[src/rtl/z3_autoconfig_master.sv]
// Zorro III AutoConfig initiator: reads a board's ID nibbles over config
// cycles, then writes its base nibble or shuts it up and waits for CFGOUT_n.
module z3_autoconfig_master #(
   parameter int unsigned SETUP_CYC = 2,
   parameter int unsigned TIMEOUT   = 255
) (
   input  logic        CLK,
   input  logic        RESET_n,
   input  logic        start,
   input  logic        shutup_req,
   input  logic [3:0]  base_nib,
   output logic        FCS_n,
   output logic        DS_n,
   output logic        READ,
   output logic [2:0]  FC,
   output logic [6:0]  ADDRL,
   output logic        CFG_SEL,
   output logic        CFGIN_n,
   output logic [3:0]  DOUT,
   input  logic [3:0]  DIN,
   input  logic        DTACK,
   input  logic        CFGOUT_n,
   output logic        busy,
   output logic        done,
   output logic        err,
   output logic [1:0]  err_code,
   output logic [7:0]  er_type,
   output logic [7:0]  prod_id,
   output logic [7:0]  er_flags,
   output logic [15:0] mfg_id,
   output logic [31:0] serial
);

   localparam logic [15:0] SETUP_LAST = 16'(SETUP_CYC - 1);
   localparam logic [15:0] TMO_LAST   = 16'(TIMEOUT - 1);

   typedef enum logic [2:0] {
      S_IDLE, S_SETUP, S_ASSERT, S_STROBE,
      S_RELEASE, S_NEXT, S_WAITCFG, S_DONE
   } state_t;

   state_t      st_q, st_d;
   logic [15:0] tmr_q, tmr_d;
   logic [6:0]  idx_q, idx_d;
   logic        wr_q, wr_d;
   logic        shutup_q, shutup_d;
   logic [3:0]  base_q, base_d;
   logic        fcs_n_q, fcs_n_d, ds_n_q, ds_n_d;
   logic        read_q, read_d, cfg_sel_q, cfg_sel_d;
   logic        cfgin_n_q, cfgin_n_d;
   logic [2:0]  fc_q, fc_d;
   logic [6:0]  addrl_q, addrl_d;
   logic [3:0]  dout_q, dout_d;
   logic        busy_q, busy_d, done_q, done_d, err_q, err_d;
   logic [1:0]  err_code_q, err_code_d;
   logic [7:0]  er_type_q, er_type_d, prod_id_q, prod_id_d;
   logic [7:0]  er_flags_q, er_flags_d;
   logic [15:0] mfg_id_q, mfg_id_d;
   logic [31:0] serial_q, serial_d;

   logic        ld, ld_wr, fin, rel;
   logic [6:0]  ld_idx;
   logic [1:0]  fin_code;

   always_comb begin
      st_d       = st_q;
      tmr_d      = tmr_q;
      idx_d      = idx_q;
      wr_d       = wr_q;
      shutup_d   = shutup_q;
      base_d     = base_q;
      fcs_n_d    = fcs_n_q;
      ds_n_d     = ds_n_q;
      read_d     = read_q;
      cfg_sel_d  = cfg_sel_q;
      cfgin_n_d  = cfgin_n_q;
      fc_d       = fc_q;
      addrl_d    = addrl_q;
      dout_d     = dout_q;
      busy_d     = busy_q;
      done_d     = done_q;
      err_d      = err_q;
      err_code_d = err_code_q;
      er_type_d  = er_type_q;
      prod_id_d  = prod_id_q;
      er_flags_d = er_flags_q;
      mfg_id_d   = mfg_id_q;
      serial_d   = serial_q;
      ld         = 1'b0;
      ld_wr      = 1'b0;
      ld_idx     = 7'h00;
      fin        = 1'b0;
      fin_code   = 2'd0;
      rel        = 1'b0;

      unique case (st_q)
         S_IDLE, S_DONE: begin
            st_d = S_IDLE;
            if (start) begin
               done_d     = 1'b0;
               err_d      = 1'b0;
               err_code_d = 2'd0;
               er_type_d  = '0;
               prod_id_d  = '0;
               er_flags_d = '0;
               mfg_id_d   = '0;
               serial_d   = '0;
               shutup_d   = shutup_req;
               base_d     = base_nib;
               busy_d     = 1'b1;
               cfgin_n_d  = 1'b0;
               idx_d      = 7'h00;
               wr_d       = 1'b0;
               ld         = 1'b1;
            end
         end
         S_SETUP: begin
            if (tmr_q == SETUP_LAST) begin
               st_d    = S_ASSERT;
               tmr_d   = '0;
               fcs_n_d = 1'b0;
            end else begin
               tmr_d = tmr_q + 16'd1;
            end
         end
         S_ASSERT: begin
            st_d   = S_STROBE;
            tmr_d  = '0;
            ds_n_d = 1'b0;
         end
         S_STROBE: begin
            if (DTACK) begin
               // fields arrive high nibble first, so shift them in
               if (!wr_q) begin
                  if (idx_q < 7'h02)
                     er_type_d = {er_type_q[3:0], DIN};
                  else if (idx_q < 7'h04)
                     prod_id_d = {prod_id_q[3:0], ~DIN};
                  else if (idx_q < 7'h06)
                     er_flags_d = {er_flags_q[3:0], ~DIN};
                  else if (idx_q < 7'h0C)
                     mfg_id_d = {mfg_id_q[11:0], ~DIN};
                  else
                     serial_d = {serial_q[27:0], ~DIN};
               end
               st_d  = S_RELEASE;
               tmr_d = '0;
               rel   = 1'b1;
            end else if (tmr_q == TMO_LAST) begin
               fin      = 1'b1;
               fin_code = 2'd1;
            end else begin
               tmr_d = tmr_q + 16'd1;
            end
         end
         S_RELEASE: begin
            if (!DTACK) begin
               st_d  = S_NEXT;
               tmr_d = '0;
            end else if (tmr_q == TMO_LAST) begin
               fin      = 1'b1;
               fin_code = 2'd1;
            end else begin
               tmr_d = tmr_q + 16'd1;
            end
         end
         S_NEXT: begin
            if (wr_q) begin
               st_d  = S_WAITCFG;
               tmr_d = '0;
            end else if (idx_q == 7'h13) begin
               if (er_type_q[7:6] != 2'b10) begin
                  fin      = 1'b1;
                  fin_code = 2'd2;
               end else begin
                  wr_d  = 1'b1;
                  ld    = 1'b1;
                  ld_wr = 1'b1;
               end
            end else begin
               ld_idx = (idx_q == 7'h05) ? 7'h08 : idx_q + 7'd1;
               idx_d  = ld_idx;
               ld     = 1'b1;
            end
         end
         S_WAITCFG: begin
            if (!CFGOUT_n) begin
               fin = 1'b1;
            end else if (tmr_q == TMO_LAST) begin
               fin      = 1'b1;
               fin_code = 2'd3;
            end else begin
               tmr_d = tmr_q + 16'd1;
            end
         end
         default: st_d = S_IDLE;
      endcase

      if (ld) begin
         st_d      = S_SETUP;
         tmr_d     = '0;
         fc_d      = 3'b101;
         cfg_sel_d = 1'b1;
         read_d    = !ld_wr;
         addrl_d   = ld_wr ? (shutup_q ? 7'h13 : 7'h11)
                           : {ld_idx[0], ld_idx[6:1]};
         dout_d    = (ld_wr && !shutup_q) ? base_q : 4'h0;
      end

      if (rel || fin) begin
         fcs_n_d   = 1'b1;
         ds_n_d    = 1'b1;
         cfg_sel_d = 1'b0;
         fc_d      = 3'b000;
         dout_d    = 4'h0;
      end

      if (fin) begin
         st_d       = S_DONE;
         tmr_d      = '0;
         read_d     = 1'b1;
         addrl_d    = 7'h00;
         busy_d     = 1'b0;
         cfgin_n_d  = 1'b1;
         done_d     = 1'b1;
         err_d      = (fin_code != 2'd0);
         err_code_d = fin_code;
      end
   end

   always_ff @(posedge CLK or negedge RESET_n) begin
      if (!RESET_n) begin
         st_q       <= S_IDLE;
         tmr_q      <= '0;
         idx_q      <= '0;
         wr_q       <= 1'b0;
         shutup_q   <= 1'b0;
         base_q     <= '0;
         fcs_n_q    <= 1'b1;
         ds_n_q     <= 1'b1;
         read_q     <= 1'b1;
         cfg_sel_q  <= 1'b0;
         cfgin_n_q  <= 1'b1;
         fc_q       <= '0;
         addrl_q    <= '0;
         dout_q     <= '0;
         busy_q     <= 1'b0;
         done_q     <= 1'b0;
         err_q      <= 1'b0;
         err_code_q <= '0;
         er_type_q  <= '0;
         prod_id_q  <= '0;
         er_flags_q <= '0;
         mfg_id_q   <= '0;
         serial_q   <= '0;
      end else begin
         st_q       <= st_d;
         tmr_q      <= tmr_d;
         idx_q      <= idx_d;
         wr_q       <= wr_d;
         shutup_q   <= shutup_d;
         base_q     <= base_d;
         fcs_n_q    <= fcs_n_d;
         ds_n_q     <= ds_n_d;
         read_q     <= read_d;
         cfg_sel_q  <= cfg_sel_d;
         cfgin_n_q  <= cfgin_n_d;
         fc_q       <= fc_d;
         addrl_q    <= addrl_d;
         dout_q     <= dout_d;
         busy_q     <= busy_d;
         done_q     <= done_d;
         err_q      <= err_d;
         err_code_q <= err_code_d;
         er_type_q  <= er_type_d;
         prod_id_q  <= prod_id_d;
         er_flags_q <= er_flags_d;
         mfg_id_q   <= mfg_id_d;
         serial_q   <= serial_d;
      end
   end

   assign FCS_n    = fcs_n_q;
   assign DS_n     = ds_n_q;
   assign READ     = read_q;
   assign FC       = fc_q;
   assign ADDRL    = addrl_q;
   assign CFG_SEL  = cfg_sel_q;
   assign CFGIN_n  = cfgin_n_q;
   assign DOUT     = dout_q;
   assign busy     = busy_q;
   assign done     = done_q;
   assign err      = err_q;
   assign err_code = err_code_q;
   assign er_type  = er_type_q;
   assign prod_id  = prod_id_q;
   assign er_flags = er_flags_q;
   assign mfg_id   = mfg_id_q;
   assign serial   = serial_q;

endmodule

[config.mk]
export PLATFORM = sky130hd
export DESIGN_NAME = z3_autoconfig_master
export DESIGN_NICKNAME = d
export VERILOG_FILES = /design/src/rtl/z3_autoconfig_master.sv
export SDC_FILE = /design/constraint.sdc
export NUM_CORES = 1
export LEC_CHECK = 0
export ABC_CLOCK_PERIOD_IN_PS = 3600
export CORE_MARGIN = 2
export CORE_UTILIZATION = 35
export CTS_BUF_LIST = sky130_fd_sc_hd__clkbuf_4 sky130_fd_sc_hd__clkbuf_8
export CTS_CLUSTER_DIAMETER = 80
export DETAILED_ROUTE_END_ITERATION = 10
export GPL_TIMING_DRIVEN = 0
export PLACE_DENSITY_LB_ADDON = 0.05
export SETUP_SLACK_MARGIN = 0.05
export SYNTH_ARGS = -nofsm -noshare
export SYNTH_HDL_FRONTEND = slang
export SYNTH_SLANG_ARGS = --single-unit
[constraint.sdc]
create_clock -name CLK -period 3.6 [get_ports CLK]
set_clock_uncertainty 0.15 [all_clocks]
set_input_delay 0.54 -clock CLK [delete_from_list [all_inputs] [get_ports CLK]]
set_output_delay 0.54 -clock CLK [all_outputs]
set_load 0.02 [all_outputs]
==> impl_metrics.csv, run 1 <==
group,metric,value,unit
synthesis,syn_inst,642,
die,core,16600,sq um
detailed_routing,routed_wl,16500,um
hold_path,min_path_cells,2,
final_timing,hold_ws,0.321,ns
die,die_area,18200,sq um
detailed_routing,vias,5171,
synthesis,syn_area_per_cell,9.34,sq um
placement,gp_congestion,0.805,
final_timing,finalMaxSlewViolations,0,
clock_tree,cts_resized,0,
die,fp_util,36.0,%
cells_and_area,lay_top_cells,"162 x nand2_1, 121 x dfrtp_1, 106 x clkdlybuf4s50_1",
detailed_routing,drc,0,
detailed_routing,routedWlPerCell,16.4,um
die,rows,47,
grt,antenna_found_initial,0,
grt,use_met2,29.3,%
placement,io_buffers,107,
clock_tree,clockBufferDepth,2,
final_timing,post-route-min-period,2.94,ns
synthesis,yosys.area.top_type_share,50.5,%
status,status,"completed",
placement,hpwl,11700,um
clock_tree,clkLatencyLatePin,0.44,ns
power_and_ir_drop,p_per_area,657,nW/um^2
setup_path,crit_buf_inv,1,
run,cap_violations,0,
cells_and_area,final_common_cell,"nand2_1",
synthesis,yosys_cells,642,
final_timing,finalSetupViolations,0,
cells_and_area,n_antenna_cell,0,
synthesis,synth_area_leader_cell,"dfrtp_1",
final_timing,final_hold_viol_count,0,
final_timing,rsz0062_at_grt,"false",
final_timing,fmax,340,MHz
hold_path,hp-class,"reg2reg",
run,warnings,29,
==> run 1: layer usage <==
metal	wire, um	up-vias
met5	0	-
met4	169	0
met2	7830	120
met1	7850	2527
met3	645	13
li1	-	2511
==> run 1: worst min-delay path: stages (launching register included) <==
cell and delay [ns]:
dfstp_2 0.38, nand2_1 0.05, nand2_1 0.05
==> run 1: where the power goes <==
part           leakage (nW)  internal (mW)  total (mW)  switching, mW
sequential             1.69           1.66        1.86          0.203
clock                 0.189          0.594        1.19          0.599
combinational          1.35          0.786        2.05           1.26
==> run 1: state kept, by name, indices dropped and copies added (netlist names) <==
register,flops
READ,1
wr_q,1
done,1
CFGIN_n,1
err_code,2
busy,1
FCS_n,1
er_type,8
serial,32
shutup_q,1
DS_n,1
er_flags,8
mfg_id,16
idx_q,7
ADDRL,7
prod_id,8
err,1
st_q,3
tmr_q,16
base_q,4
FC,1
DOUT,4
==> run 1: worst paths after layout <==
| check | startpoint | to | slack (ns) |
|---|---|---|---|
| max in group asynchronous | RESET_n | DS_n | 2.10 |
| worst max register to register | st_q[0] | err_code[0] | 0.66 |
| worst max-delay path | st_q[0] | err_code[0] | 0.66 |
| worst min-delay path | CFGIN_n | CFGIN_n | 0.32 |
| worst min register to register | CFGIN_n | CFGIN_n | 0.32 |
| min in group asynchronous | RESET_n | tmr_q[4] | 0.45 |
==> run 1: cells in the mapped netlist, types with 3 or more instances <==
master and count:
a211oi_1 4, a21o_1 4, a21oi_1 18, a31oi_1 10, a32o_1 5, a41oi_1 3, and2_1 5, and3_1 7
buf_4 3, clkbuf_1 31, dfrtp_1 121, dfstp_2 4, ha_1 6, inv_1 14, mux2_2 16, mux2i_1 6
nand2_1 162, nand2b_1 7, nand3_1 19, nand3b_1 5, nand4_1 6, nor2_1 23, nor3_1 12, nor4_1 7
o211a_1 4, o21a_1 3, o21ai_0 71, o21ai_1 3, o22ai_1 6, or3_1 4, or4_4 3, xnor2_1 3
==> run 1: cell families (layout without fill, tap and decap cells) <==
logic type / count (synthesis) / in the layout / share of synthesized area, %
AND-OR/OR-AND: 155 / 155 / 16.5
XOR/XNOR: 5 / 5 / 0.731
adder cells (fa/ha/maj): 6 / 6 / 1.25
buffers and inverters: 51 / 192 / 3.63
flip-flops: 125 / 125 / 52.3
multiplexers: 22 / 22 / 4.01
other: 1 / 1 / 0.0625
AND/OR/NAND/NOR: 277 / 277 / 21.5
==> run 1: timing repair <==
item / in CTS / in global routing
endpoints found under the hold margin: 42 / 0
buffers inserted: 0 / 0
hold buffers: 1 / 0
==> run 1: layout make-up <==
type,instances,area [sq um]
clock inverters,12,111
multi-input cells,466,2650
clock buffers,20,269
repair buffers,109,1110
plain buffers,37,165
fillers,1616,8880
well taps,220,275
inverters,14,52.6
flip-flops and latches,125,3130
==> run 1: per-stage QoR <==
stage	total power, mW	utilization [%]	cells	setup TNS [ns]
CTS	5.15	46.6	1003	0
finish	5.10	46.6	1003	0
detailed placement	3.94	44.3	970	0
floorplan	3.12	-	642	0
global placement	3.91	44.1	969	-396.38
global route	5.44	46.6	1003	0
==> run_1/m1.png <==
The bar under the picture is 50 um long. Supply wires on this layer in grey.
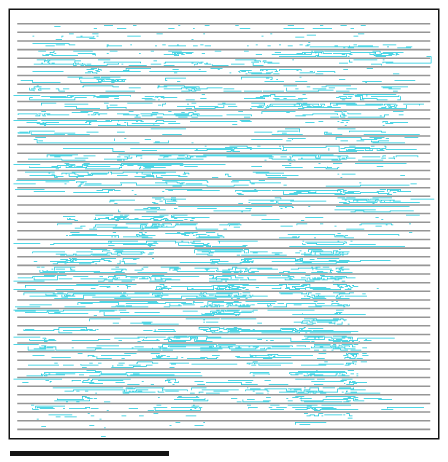
733 nets have wire on it. The longest straight run is 40.9 um. The layer holds 48% of the routed length. The wires run mostly horizontal. The layer carries 7,850 um of wire.

==> run_1/m2.png <==
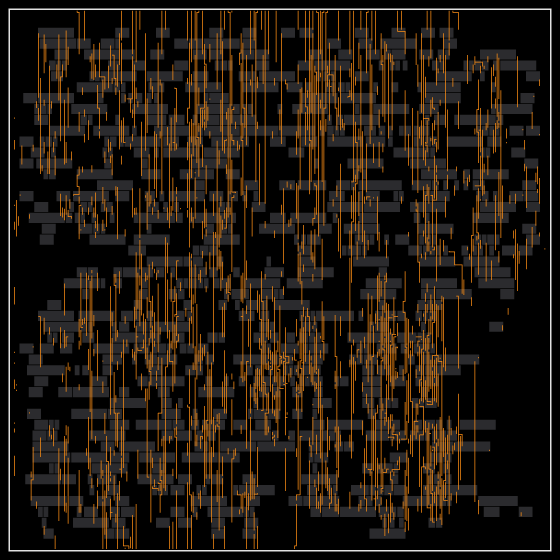
The layer holds 47% of the routed length. The wires run mostly vertical. The longest straight run is 55.9 um. 640 nets have wire on it. The layer carries 7,830 um of wire.

==> run_1/m3.png <==
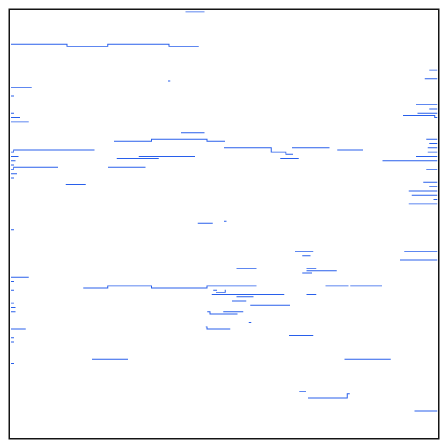
The longest straight run is 25.3 um. 73 nets have wire on it. The layer holds 3.9% of the routed length.

==> run 2, diff against run 1 <==
- ABC_CLOCK_PERIOD_IN_PS: 3600 -> 2800
- clock period: 3.6 -> 2.8 ns (I/O delays scaled with it)
==> run 2 against run 1 <==
  * Sequential cell count is the same
  * Clock power up 29%
  * Power increased by 30%
  * First-iteration DRC count down 9.9%
  * Clock-buffer cell count unchanged
  * Register-to-register slack worse by 0.59 ns
  * Sequential power is 29% higher
  * Die size unchanged
  * Worst hold slack hardly changed
  * Synthesized cell count stayed put
  * Largest cell class unchanged
  * Largest power group unchanged
==> impl_metrics.csv, run 2 <==
group,metric,value,unit
final_timing,slew_headroom,41.9,%
setup_path,regToRegEndpoint,"ADDRL[4]",
run,cap_violations,0,
placement,io_buffers,107,
grt,use_met3,4.24,%
clock_tree,clkLatencyLatePin,0.44,ns
placement,gp_congestion,0.805,
synthesis,synth_area_leader_cell,"dfrtp_1",
synthesis,syn_inst,642,
die,fp_util,36.0,%
detailed_routing,vias,5250,
placement,hpwl,11700,um
synthesis,ys_top_cells_by_area,"dfrtp_1 51%, nand2_1 10%, o21ai_0 5.9%",
final_timing,finalMaxSlewViolations,0,
synthesis,yosys.area.top_type_share,50.5,%
detailed_routing,drc,0,
run,warnings,30,
detailed_routing,routedWlPerCell,16.5,um
synthesis,top_cells_by_count,"162 x nand2_1, 121 x dfrtp_1, 71 x o21ai_0",
final_timing,fmax,367,MHz
clock_tree,cts_sinks,125,
synthesis,synth_area,6000,sq um
cells_and_area,fillers,1605,
cells_and_area,fin_nets,804,
hold_path,worstHoldStart,"CFGIN_n",
final_timing,tns,0,ns
grt,track_usage,19.0,%
setup_path,r2r_start,"tmr_q[11]",
synthesis,ff_type,"dfrtp_1",
synthesis,synth_flops,125,
final_timing,final_hold_viol_count,0,
power_and_ir_drop,p_per_area,837,nW/um^2
status,status,"completed",
power_and_ir_drop,report.power.total,6.64,mW
final_timing,worst_slack,0.0761,ns
hold_path,min_path_cells,2,
synthesis,top_cell,"nand2_1",
synthesis,syn_area_per_cell,9.34,sq um
die,rows,47,
cells_and_area,n_antenna_cell,0,
clock_tree,clockBufferDepth,2,
hold_path,hp-class,"reg2reg",
synthesis,syn-num-nets,662,
grt,antenna_found_initial,0,
final_timing,finalSetupViolations,0,
die,die_area,18200,sq um
clock_tree,cts_tree,"yes",
synthesis,yosys_cells,642,
grt,use_met2,29.5,%
setup_path,r2r_slack,0.08,ns
cells_and_area,largest_reg_flops,32,
hold_path,hold_end,"CFGIN_n",
setup_path,reg2reg_depth,7,
synthesis,synthArstFlopShare,100,%
final_timing,post-route-min-period,2.72,ns
detailed_routing,routed_wl,16800,um
setup_path,crit_required,2.97,ns
setup_path,critPathKind,"reg2reg",
placement,post-place-ws,-0.184,ns
cells_and_area,lay_top_cells,"162 x nand2_1, 120 x dfrtp_1, 106 x clkdlybuf4s50_1",
cells_and_area,final_common_cell,"nand2_1",
grt,grt_max_degree,81,
final_timing,worstMarginPinSlew,0.868,ns
die,core,16600,sq um
synthesis,yosys_area,6000,sq um
detailed_routing,drtIter0Drc,326,
synthesis,yosys_warnings,0,
clock_tree,htree_levels,4,
final_timing,rsz0062_at_grt,"true",
clock_tree,cts_root_buffer,"clkbuf_8",
final_timing,hold_ws,0.321,ns
## run 2: cell counts after synthesis
No cell type changed its count.
## run 2: metrics by stage
step	cell area, sq um	utilization (%)	instances
floorplan	6000	-	642
global placement	7340	44.1	969
detailed placement	7370	44.3	970
CTS	7800	46.9	1005
global route	7930	47.7	1017
finish	7930	47.7	1017
## run 2: worst max path at each step
stage,from,end,slack [ns],cells after the start
after floorplan,tmr_q[12],DOUT[0],0.21,6
after global placement,RESET_n,mfg_id[15],-3.92,1
after detailed placement,start,tmr_q[11],-0.18,6
after CTS,st_q[1],er_flags[3],0.05,7
after global routing,st_q[2],tmr_q[9],-0.06,7
final,tmr_q[11],ADDRL[4],0.08,7
## run 2: critical path, stage by stage (launching register included)
cell and delay [ns]:
dfrtp_2 0.44, or4_4 0.57, or4_4 0.58, buf_8 0.16, and3_4 0.18, or2_1 0.25, buf_6 0.16, o221a_2 0.12
## run 2: final cells by class
cell class	instances	area [sq um]	share of cell area, %
buffer	37	174	2.19
clock inverter	12	111	1.40
timing repair buffer	123	1210	15.3
multi-input combinational	466	2700	34.0
sequential	125	3130	39.5
inverter	14	52.6	0.663
clock buffer	20	269	3.39
tap	220	275	3.47
## run 2: metal layers
| metal | vias to the layer above | wire [um] | part of all wire [%] |
|---|---|---|---|
| met5 | - | 0 | 0 |
| met4 | 0 | 211 | 1.3 |
| met3 | 19 | 645 | 3.8 |
| met2 | 124 | 7980 | 47 |
| met1 | 2566 | 7960 | 47 |
| li1 | 2541 | - | - |
## run 2: power breakdown
group | switching (mW) | internal (mW)
Sequential | 0.263 | 2.13
Combinational | 1.65 | 1.06
Clock | 0.772 | 0.764
Total | 2.68 | 3.95
## run 2: logic make-up (layout without fill, tap and decap cells)
| family | after synthesis | after routing | share of synthesized area [%] |
|---|---|---|---|
| other | 1 | 1 | 0.0625 |
| multiplexers | 22 | 22 | 4.01 |
| adder cells (fa/ha/maj) | 6 | 6 | 1.25 |
| flip-flops | 125 | 125 | 52.3 |
| XOR/XNOR | 5 | 5 | 0.731 |
| AND-OR/OR-AND | 155 | 155 | 16.5 |
| AND/OR/NAND/NOR | 277 | 277 | 21.5 |
| buffers and inverters | 51 | 206 | 3.63 |
## run 2: repair_timing
item / CTS / global route
pin swaps: 0 / 9
endpoints found under the hold margin: 42 / 0
setup endpoints to repair: 44 / 47
hold buffers: 1 / 0
gates resized: 6 / 14
buffers inserted: 2 / 12
==> run_2/m1.png <==
The bar under the picture is 50 um long. Supply wires on this layer in grey.
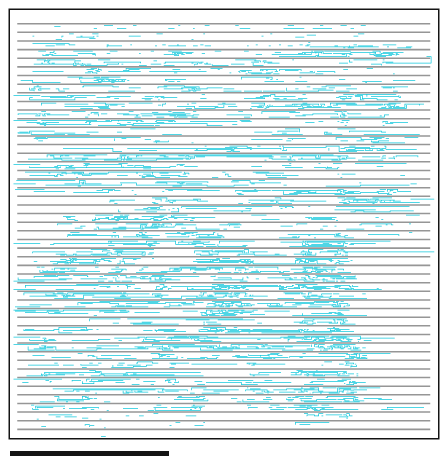
The layer carries 7,960 um of wire. The layer holds 47% of the routed length. 744 nets have wire on it. The wires run mostly horizontal. The longest straight run is 67.2 um.

==> run_2/m3.png <==
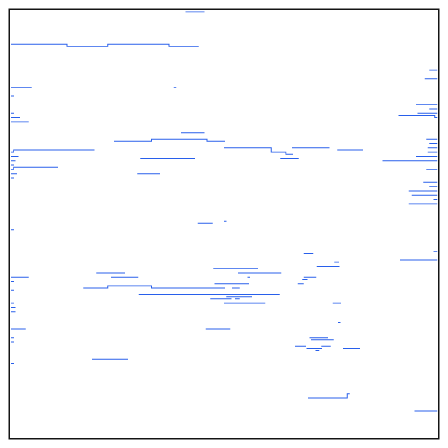
The layer carries 645 um of wire. The longest straight run is 44.2 um. The wires run mostly horizontal.

==> run_2/m2.png <==
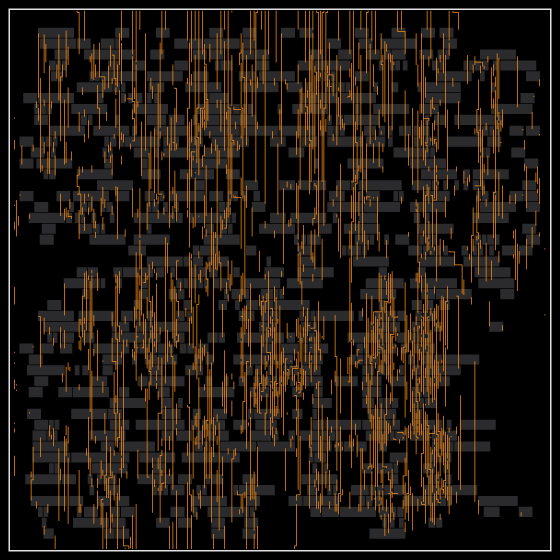
The longest straight run is 55.9 um. 662 nets have wire on it. The layer carries 7,980 um of wire. The wires run mostly vertical. The layer holds 48% of the routed length.

Power is estimated from default activity; no workload was simulated.
